File: config.mk
export PLATFORM = sky130hd
export DESIGN_NAME = dcache_port_arbiter
export DESIGN_NICKNAME = d
export VERILOG_FILES = /design/src/rtl/dcache_port_arbiter_pkg.sv /design/src/rtl/dcache_port_arbiter.sv
export SDC_FILE = /design/constraint.sdc
export NUM_CORES = 1
export LEC_CHECK = 0
export CORE_ASPECT_RATIO = 1.2
export CORE_MARGIN = 1.5
export CORE_UTILIZATION = 28
export DETAILED_ROUTE_END_ITERATION = 10
export PLACE_DENSITY = 0.89
export RECOVER_POWER = 25
export SLEW_MARGIN = 40
export SYNTH_ARGS = -nofsm -noshare
export SYNTH_HDL_FRONTEND = slang
export SYNTH_SLANG_ARGS = --single-unit
File: constraint.sdc
create_clock -name clk_core -period 2.6 [get_ports clk_core]
set_input_delay 0.52 -clock clk_core [delete_from_list [all_inputs] [get_ports clk_core]]
set_output_delay 0.52 -clock clk_core [all_outputs]
set_load 0.05 [all_outputs]
File: src/rtl/dcache_port_arbiter_pkg.sv
// Shared types and widths for the dcache port arbiter between PTW, fetch1 and LSU.
package dcache_port_arbiter_pkg;

   localparam int unsigned ADDR_W    = 30;
   localparam int unsigned FE_ADDR_W = 27;
   localparam int unsigned ASID_W    = 9;

   typedef enum logic [1:0] {
      OWN_NONE,
      OWN_PTW,
      OWN_FE,
      OWN_LSU
   } arb_owner_t;

   typedef enum logic [1:0] {
      ARB_IDLE,
      ARB_BUSY,
      ARB_DRAIN
   } arb_state_t;

endpackage

File: src/rtl/dcache_port_arbiter.sv
// Shares the single dcache lookup port between PTW, fetch1 and LSU with one
// outstanding transaction, routing each response back to its issuer.
module dcache_port_arbiter
   import dcache_port_arbiter_pkg::*;
#(
   parameter int unsigned STARVE_MAX = 8,
   parameter int unsigned CNT_W      = 4
) (
   input  logic                 clk_core,
   input  logic                 reset,
   input  logic                 ptw_req,
   input  logic [ADDR_W-1:0]    ptw_addr,
   input  logic                 fe_req,
   input  logic [FE_ADDR_W-1:0] fe_addr,
   input  logic                 lsu_req,
   input  logic                 lsu_trans,
   input  logic [ADDR_W-1:0]    lsu_addr,
   input  logic [ASID_W-1:0]    asid,
   input  logic                 csr_kill,
   output logic                 ptw_gnt,
   output logic                 fe_gnt,
   output logic                 lsu_gnt,
   output logic                 dc_req,
   output logic                 dc_trans,
   output logic [ASID_W-1:0]    dc_asid,
   output logic [ADDR_W-1:0]    dc_addr,
   input  logic                 dc_ready,
   input  logic                 dc_resp_valid,
   output logic                 ptw_rvalid,
   output logic                 fe_rvalid,
   output logic                 lsu_rvalid,
   output logic                 arb_proto_err
);

   arb_state_t       state_q, state_d;
   arb_owner_t       owner_q, owner_d;
   logic [CNT_W-1:0] starve_q, starve_d;
   logic             err_q, err_d;

   arb_owner_t winner;
   logic       lsu_ok;
   logic       starved;
   logic       idle;
   logic       take;
   logic       busy_resp;

   assign lsu_ok  = lsu_req & ~csr_kill;
   assign starved = (starve_q == CNT_W'(STARVE_MAX));
   assign idle    = (state_q == ARB_IDLE);

   // Winner select: PTW > FE > LSU, LSU promoted to the top once starved
   always_comb begin
      winner = OWN_NONE;
      if (starved && lsu_ok) begin
         winner = OWN_LSU;
      end else if (ptw_req) begin
         winner = OWN_PTW;
      end else if (fe_req) begin
         winner = OWN_FE;
      end else if (lsu_ok) begin
         winner = OWN_LSU;
      end
   end

   assign dc_req   = ~reset & idle & (winner != OWN_NONE);
   assign take     = dc_req & dc_ready;
   assign ptw_gnt  = take & (winner == OWN_PTW);
   assign fe_gnt   = take & (winner == OWN_FE);
   assign lsu_gnt  = take & (winner == OWN_LSU);
   assign dc_trans = dc_req & (winner == OWN_LSU) & lsu_trans;
   assign dc_asid  = reset ? '0 : asid;

   always_comb begin
      dc_addr = '0;
      if (!reset) begin
         case (winner)
            OWN_PTW: dc_addr = ptw_addr;
            OWN_FE:  dc_addr = ADDR_W'(fe_addr);
            OWN_LSU: dc_addr = lsu_addr;
            default: dc_addr = '0;
         endcase
      end
   end

   // A killed LSU transaction never reports its response
   assign busy_resp  = ~reset & (state_q == ARB_BUSY) & dc_resp_valid;
   assign ptw_rvalid = busy_resp & (owner_q == OWN_PTW);
   assign fe_rvalid  = busy_resp & (owner_q == OWN_FE);
   assign lsu_rvalid = busy_resp & (owner_q == OWN_LSU) & ~csr_kill;

   assign arb_proto_err = err_q;

   always_comb begin
      state_d  = state_q;
      owner_d  = owner_q;
      starve_d = starve_q;
      err_d    = err_q;
      case (state_q)
         ARB_IDLE: begin
            if (dc_resp_valid) begin
               err_d = 1'b1;
            end
            if (take) begin
               owner_d = winner;
               state_d = ARB_BUSY;
            end
            if (lsu_gnt || !lsu_req || csr_kill) begin
               starve_d = '0;
            end else if (!starved) begin
               starve_d = starve_q + CNT_W'(1);
            end
         end
         ARB_BUSY: begin
            if (dc_resp_valid) begin
               state_d = ARB_IDLE;
               owner_d = OWN_NONE;
            end else if (csr_kill && (owner_q == OWN_LSU)) begin
               state_d = ARB_DRAIN;
            end
         end
         ARB_DRAIN: begin
            if (dc_resp_valid) begin
               state_d = ARB_IDLE;
               owner_d = OWN_NONE;
            end
         end
         default: begin
            state_d = ARB_IDLE;
            owner_d = OWN_NONE;
         end
      endcase
   end

   always_ff @(posedge clk_core or posedge reset) begin
      if (reset) begin
         state_q  <= ARB_IDLE;
         owner_q  <= OWN_NONE;
         starve_q <= '0;
         err_q    <= 1'b0;
      end else begin
         state_q  <= state_d;
         owner_q  <= owner_d;
         starve_q <= starve_d;
         err_q    <= err_d;
      end
   end

endmodule

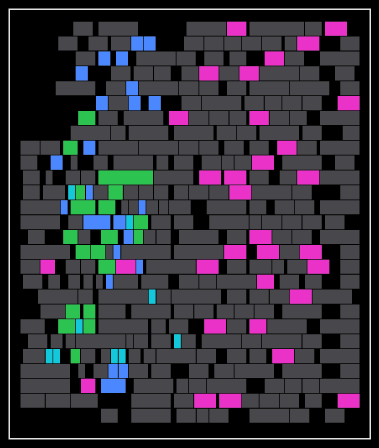
Fig. 1. Gate families picked out (run 1).
legend:
  cyan:
    family: inv cells
    cells: 9
    most_used: inv_1
  magenta:
    family: non-inverting ao/oa cells
    cells: 32
    most_used: a221o_2
  blue:
    family: nor cells
    cells: 23
    most_used: nor2b_1
  green:
    family: aoi and oai cells
    cells: 19
    where: middle left

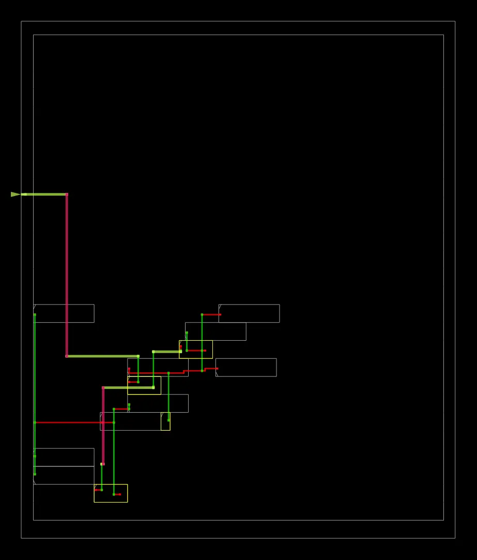
Fig. 2. Clock nets (run 1).
tally of clock buffers in the finished layout: 4
Seq cells: 9
Clock Skew: 0.000924 ns
insertion delay to the later sink of the worst-skew pair: 0.23 ns
Clock Power: 165 uW

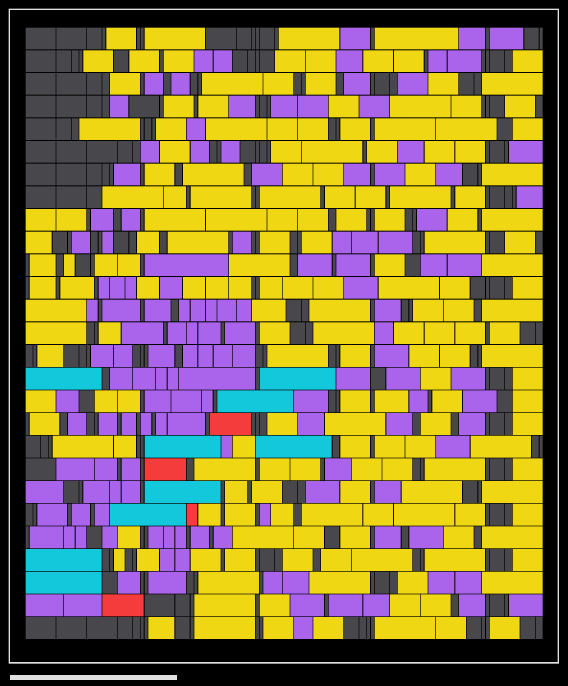
Fig. 3. Cell classes on the final placement (run 1).
Scale bar: 20 um. Fill, decap, tap and diode cells in gray.
legend:
  purple:
    class: remaining logic cells
    cells: 138
    share_of_their_area: 31%
  yellow:
    class: remaining buffers and delay cells
    cells: 180
    share_of_their_area: 62%
  cyan:
    class: sequential cells
    cells: 9
    share_of_their_area: 6.2%
  red:
    class: clock drivers and dummy loads
    cells: 4
    share_of_their_area: 1.2%

==> results.cfg, run 1 <==
; generated from flow reports
[power_and_ir_drop]
power.density_cell_area_nw_per_um2 = 364
cellLeakagePower_uw = 0.00155
max-vdd-ir-drop_mv = 0.449

[detailed_routing]
postRouteWirelength_mm = 7.96
final_antenna_net_count = 0
post_drt_via_cell_ratio = 5.32
first_iteration_detailed_routing_drc_count = 110

[placement]
post-place-ws_ns = -0.266
count_of_input_and_output_buffers = 152
place.gp.congestion = 0.990
post-dp-hpwl_mm = 5.79

[global_route]
first_pass_grt_wire_length_mm = 11.3
track_usage = 0.291
via_count_of_the_first_global_routing_pass = 2094
number_of_antenna_violations_at_the_first_check_in_global_routing = 0

[setup_path]
timing.critical_path.to_type = primary output
critical_path.top_delay_family = AND-OR/OR-AND gates
cp.arrival_ns = 2.18
critical-path-slowest-cell = sky130_fd_sc_hd__a2111oi_4
setup.worst_path.class = reg2out
cp_num_buf_inv = 4
worst-endpoint-required_ns = 2.08
crit_path_cell_trace = inv_2 -> ha_4 -> and3b_2 -> a2111oi_4 -> buf_6 -> buf_16 -> and2_4 -> a221o_1 -> buf_12
crit_start = starve_q[1]
critical_path_launch_point_type = register
worst-path-stages = 9
setup.reg_to_reg.worst_slack_ns = 0.71
timing.rr.start = starve_q[1]

[clock_tree]
clockBufferDepth = 2
cts-buffers-inserted = 3
h-tree-depth = 1
post-cts-setup-buffer-count = 6
tritoncts_clock_tree = yes
cts_num_sinks = 9
cts-resized-gates = 32

[floorplan]
floorplan.io_pins = 153
initCoreUtil = 0.289
core_area_sq_um = 4560
chipWidth_um = 65.7
floorplan.die.height_um = 78.2

[yosys]
yosys_cells = 159
post_synth_main_logic_family = AND-OR/OR-AND gates
synth_xor_xnor_area_share = 0
post_synth_instance_area_sq_um = 1320
synth.cellmix.simpleShare = 0.311
instance_tally_after_logic_synthesis = 159
yosys-top-cells-area = sky130_fd_sc_hd__a221o_1 20%, sky130_fd_sc_hd__dfrtp_1 17%, sky130_fd_sc_hd__and2_1 10%
syn_avg_cell_area_sq_um = 8.30
yosys_warning_total = 0
yosys.area_share.aoi = 0.349
mappedNetlistNets = 270
yosysChipArea_sq_um = 1320
synth.area.mux_share = 0.0161
synth_top_cell_by_area = sky130_fd_sc_hd__a221o_1
synth_largest_type_area_fraction = 0.205

[job]
warning_count = 32

[sta]
post-route-min-period_ns = 2.70
slew_headroom = 0.554
post-route-worst-setup-slack_ns = -0.0975
setup_viol_count_final = 27
maxSlewViolCount = 0
final_hold_viol_count = 0
tightest_slew_ns = 0.652

[hold_path]
holdPathStages = 1
timing.hold.worst.class = reg2reg
timing.hold.worst.start = arb_proto_err

[final_layout]
areaGrowthSynthToFinish_pct = 182
layout_top_cell = sky130_fd_sc_hd__clkdlybuf4s50_1
layout-drive-gt1-share = 0.399
nets = 443

[run_status]
failed_checks = negative setup slack
status = complete, but fails checks
==> run 1: cell usage after synthesis <==
| library cell | n |
|---|---|
| sky130_fd_sc_hd__and2_1 | 21 |
| sky130_fd_sc_hd__and3b_1 | 1 |
| sky130_fd_sc_hd__nand3b_1 | 1 |
| sky130_fd_sc_hd__a21boi_0 | 3 |
| sky130_fd_sc_hd__a21o_1 | 2 |
| sky130_fd_sc_hd__nor2b_1 | 11 |
| sky130_fd_sc_hd__a21oi_1 | 2 |
| sky130_fd_sc_hd__nor4_1 | 1 |
| sky130_fd_sc_hd__a221o_1 | 27 |
| sky130_fd_sc_hd__clkbuf_1 | 2 |
| sky130_fd_sc_hd__inv_1 | 9 |
| sky130_fd_sc_hd__nor3_1 | 3 |
| sky130_fd_sc_hd__and3_1 | 2 |
| sky130_fd_sc_hd__buf_2 | 3 |
| sky130_fd_sc_hd__a32o_1 | 1 |
| sky130_fd_sc_hd__buf_6 | 5 |
| sky130_fd_sc_hd__nand2_1 | 4 |
| sky130_fd_sc_hd__a2111oi_0 | 1 |
| sky130_fd_sc_hd__o22ai_1 | 2 |
| sky130_fd_sc_hd__a211oi_1 | 1 |
| sky130_fd_sc_hd__o21ai_0 | 4 |
| sky130_fd_sc_hd__nand3_1 | 5 |
| sky130_fd_sc_hd__nand2b_1 | 4 |
| sky130_fd_sc_hd__a2bb2oi_1 | 1 |
| sky130_fd_sc_hd__a2111oi_4 | 1 |
| sky130_fd_sc_hd__mux2i_1 | 1 |
| sky130_fd_sc_hd__and2_2 | 7 |
| sky130_fd_sc_hd__o31ai_1 | 2 |
| sky130_fd_sc_hd__mux2_2 | 1 |
| sky130_fd_sc_hd__ha_1 | 6 |
| sky130_fd_sc_hd__o211ai_1 | 2 |
| sky130_fd_sc_hd__nand4_1 | 2 |
| sky130_fd_sc_hd__a22o_1 | 2 |
| sky130_fd_sc_hd__dfrtp_1 | 9 |
| sky130_fd_sc_hd__buf_4 | 2 |
| sky130_fd_sc_hd__nor2_1 | 8 |
==> run 1: area by class of cell <==
| cell class | instances | area [sq um] | share of cell area |
|---|---|---|---|
| clock buffer | 4 | 45.0 | 0.0121 |
| inverter | 9 | 33.8 | 0.00908 |
| multi-input combinational | 129 | 1080 | 0.292 |
| sequential | 9 | 225 | 0.0606 |
| tap | 58 | 72.6 | 0.0195 |
| timing repair buffer | 180 | 2260 | 0.607 |
==> run 1: flip-flops by register name (all words and copies together) (netlist names) <==
register       count
state_q            2
starve_q           4
arb_proto_err      1
owner_q            2
==> run 1: stage by stage <==
stage | area, sq um | hold slack, ns | instances
2_1_floorplan | 1350 | 0.361 | 159
3_3_place_gp | 3520 | 0.445 | 378
3_5_place_dp | 3520 | 0.446 | 378
4_1_cts | 3720 | 0.462 | 390
5_1_grt | 3720 | 0.468 | 389
6_report | 3720 | 0.459 | 389
==> run 1: routing by layer <==
metal / track usage / part of all wire / up-vias
li1: - / - / 943
met1: 0.270 / 0.31 / 989
met2: 0.567 / 0.57 / 118
met3: 0.0946 / 0.095 / 20
met4: 0.113 / 0.026 / 0
met5: 0 / 0 / -
==> run 1: power by group <==
group	switching [uW]	total, uW	internal, uW
clock network	58.0	165	107
registers	23.7	198	174
logic	464	992	527
==> inputs of run 2 (changes only) <==
--- a/config.mk
+++ b/config.mk
@@ -11,6 +11,7 @@
 export DETAILED_ROUTE_END_ITERATION = 10
 export PLACE_DENSITY = 0.89
 export RECOVER_POWER = 25
+export SETUP_SLACK_MARGIN = 0.2
 export SLEW_MARGIN = 40
 export SYNTH_ARGS = -nofsm -noshare
 export SYNTH_HDL_FRONTEND = slang
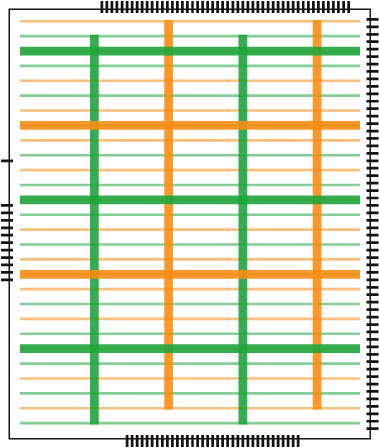
Fig. 4. Power grid (run 2).
Pins as bars on the die edge.
legend:
  green:
    net: VSS
  orange:
    net: VDD
rows: 27
signal pins: 153
met4 straps: 4
met1 rails: 28

==> results.cfg, run 2 <==
; generated from flow reports
[run_status]
status = complete, but fails checks
failed_checks = negative setup slack

[final_layout]
largest_register_ffs = 4
largest-register = starve_q
largestRegisters = starve_q: 4 flops, owner_q: 2 flops, state_q: 2 flops
nets = 450
areaGrowthSynthToFinish_pct = 190
layout-drive-gt1-share = 0.453

[placement]
place.gp.congestion = 0.917
post-place-cells = 381
post-dp-hpwl_mm = 6.10
count_of_input_and_output_buffers = 152

[job]
warning_count = 33

[yosys]
yosys-top-cells-area = sky130_fd_sc_hd__a221o_1 20%, sky130_fd_sc_hd__dfrtp_1 17%, sky130_fd_sc_hd__and2_1 10%
post_synth_instance_area_sq_um = 1320
common_cells = 27 x sky130_fd_sc_hd__a221o_1, 21 x sky130_fd_sc_hd__and2_1, 11 x sky130_fd_sc_hd__nor2b_1
post_synth_main_logic_family = AND-OR/OR-AND gates
yosys_cells = 159
yosys_warning_total = 0
post-synth-top-count-cell = sky130_fd_sc_hd__a221o_1
async_flop_share = 1.00
mappedNetlistNets = 270
synth.cellmix.simpleShare = 0.311
postSynthRegisterBits = 9
synth_xor_xnor_area_share = 0
instance_tally_after_logic_synthesis = 159
yosys.area_share.aoi = 0.349
ff_type = sky130_fd_sc_hd__dfrtp_1
yosysChipArea_sq_um = 1320
syn_avg_cell_area_sq_um = 8.30
enable_flop_cells = 0

[global_route]
number_of_antenna_violations_at_the_first_check_in_global_routing = 0
first_pass_grt_wire_length_mm = 11.7
grt_overflow_total = 0
via_count_of_the_first_global_routing_pass = 2273
track_usage = 0.300

[setup_path]
crit_path_cell_trace = inv_1 -> ha_2 -> and3b_2 -> a2111oi_4 -> buf_6 -> buf_4 -> and2_1 -> a221o_2 -> buf_12
critical_path_launch_point_type = register
setup.worst_path.class = reg2out
worst-endpoint-required_ns = 2.08
timing.critical_path.to_type = primary output
timing.critical_path.slowest_cell_delay_ns = 0.44
critical-path-slowest-cell = sky130_fd_sc_hd__a2111oi_4

[power_and_ir_drop]
power.density_cell_area_nw_per_um2 = 364
cellLeakagePower_uw = 0.00159
max-vdd-ir-drop_mv = 0.441

[sta]
maxSlewViolCount = 0
finalClockSkew_ns = 0.00592
setup_viol_count_final = 27
slew_headroom = 0.602
post-route-worst-setup-slack_ns = -0.195
tightest_slew_ns = 0.597
final_hold_viol_count = 0

[floorplan]
chipWidth_um = 65.7
floorplan.die.height_um = 78.2
initCoreUtil = 0.289
core_area_sq_um = 4560

[clock_tree]
tritoncts_clock_tree = yes
clockBufferDepth = 2
cts-buffers-inserted = 3
cts_num_sinks = 9
h-tree-depth = 1

[detailed_routing]
final_antenna_net_count = 0
postRouteWirelength_mm = 8.93
first_iteration_detailed_routing_drc_count = 151
avgRoutedWirePerCell_um = 22.5
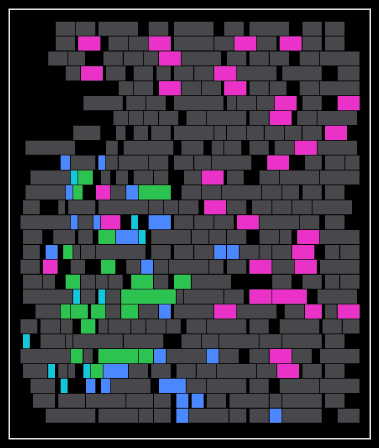
Fig. 5. Gate families picked out (run 2).
Commonest Layout Cell: sky130_fd_sc_hd__clkdlybuf4s50_1
share of the final layout cell area in multi-input gates: 0.299
final cell count without fillers: 396

## run 2: worst max-delay path, delay by kind of cell (launching register included)
family,cells,cell delay [ns]
flip-flops,1,0.35
adder cells (fa/ha/maj),1,0.18
AND/OR/NAND/NOR,2,0.36
buffers and inverters,4,0.55
AND-OR/OR-AND,2,0.59
## run 2: repair_timing
item,CTS,global route
hold buffers,0,0
setup endpoints to repair,38,35
gates cloned,1,2
resized,28,22
pin swaps,8,16
setup buffers,7,1
## run 2: metrics by stage
stage / hold WS (ns) / setup WS [ns] / instance area [sq um] / utilization
after CTS: 0.481 / -0.143 / 3720 / 0.815
after floorplan: 0.361 / 0.0770 / 1370 / -
after global routing: 0.485 / -0.264 / 3820 / 0.838
final: 0.475 / -0.195 / 3820 / 0.838
after detailed placement: 0.465 / -0.379 / 3550 / 0.778
after global placement: 0.444 / -0.564 / 3530 / 0.775
## run 2: cell type report
class / count / area, sq um
fillers: 221 / 737
multi-input cells: 129 / 1140
well taps: 58 / 72.6
repair buffers: 187 / 2300
flip-flops and latches: 9 / 225
clock buffers: 4 / 45.0
inverters: 9 / 33.8
## run 2: power breakdown
group,total (uW),switching [uW],internal (uW)
clock network,170,62.9,107
registers,198,23.7,174
logic,1020,477,545
## run 2: layer usage
layer / vias up / global-route usage / part of all wire
li1: 962 / - / -
met1: 1059 / 0.282 / 0.35
met2: 126 / 0.567 / 0.52
met3: 29 / 0.0917 / 0.091
met4: 0 / 0.154 / 0.047
met5: - / 0 / 0
## run 2: kinds of logic (layout without fill, tap and decap cells)
family / after synthesis / count (layout)
DFF: 9 / 9
and+or+nand+nor: 70 / 70
AOI/OAI and AO/OA: 51 / 51
adders and majority gates: 6 / 6
muxes: 2 / 2
buffers and inverters: 21 / 200
## run 2: worst paths after layout
check	start	endpoint	slack, ns	cells past startpoint
worst max-delay path	starve_q[0]	dc_addr[16]	-0.20	9
worst min-delay path	arb_proto_err	arb_proto_err	0.47	1
worst min register to register	arb_proto_err	arb_proto_err	0.47	1
worst max register to register	starve_q[0]	starve_q[1]	0.92	7
max in group asynchronous	reset	state_q[1]	1.38	4
min in group asynchronous	reset	arb_proto_err	0.83	4
No activity file was given, so power comes from the tool's default toggle rates.
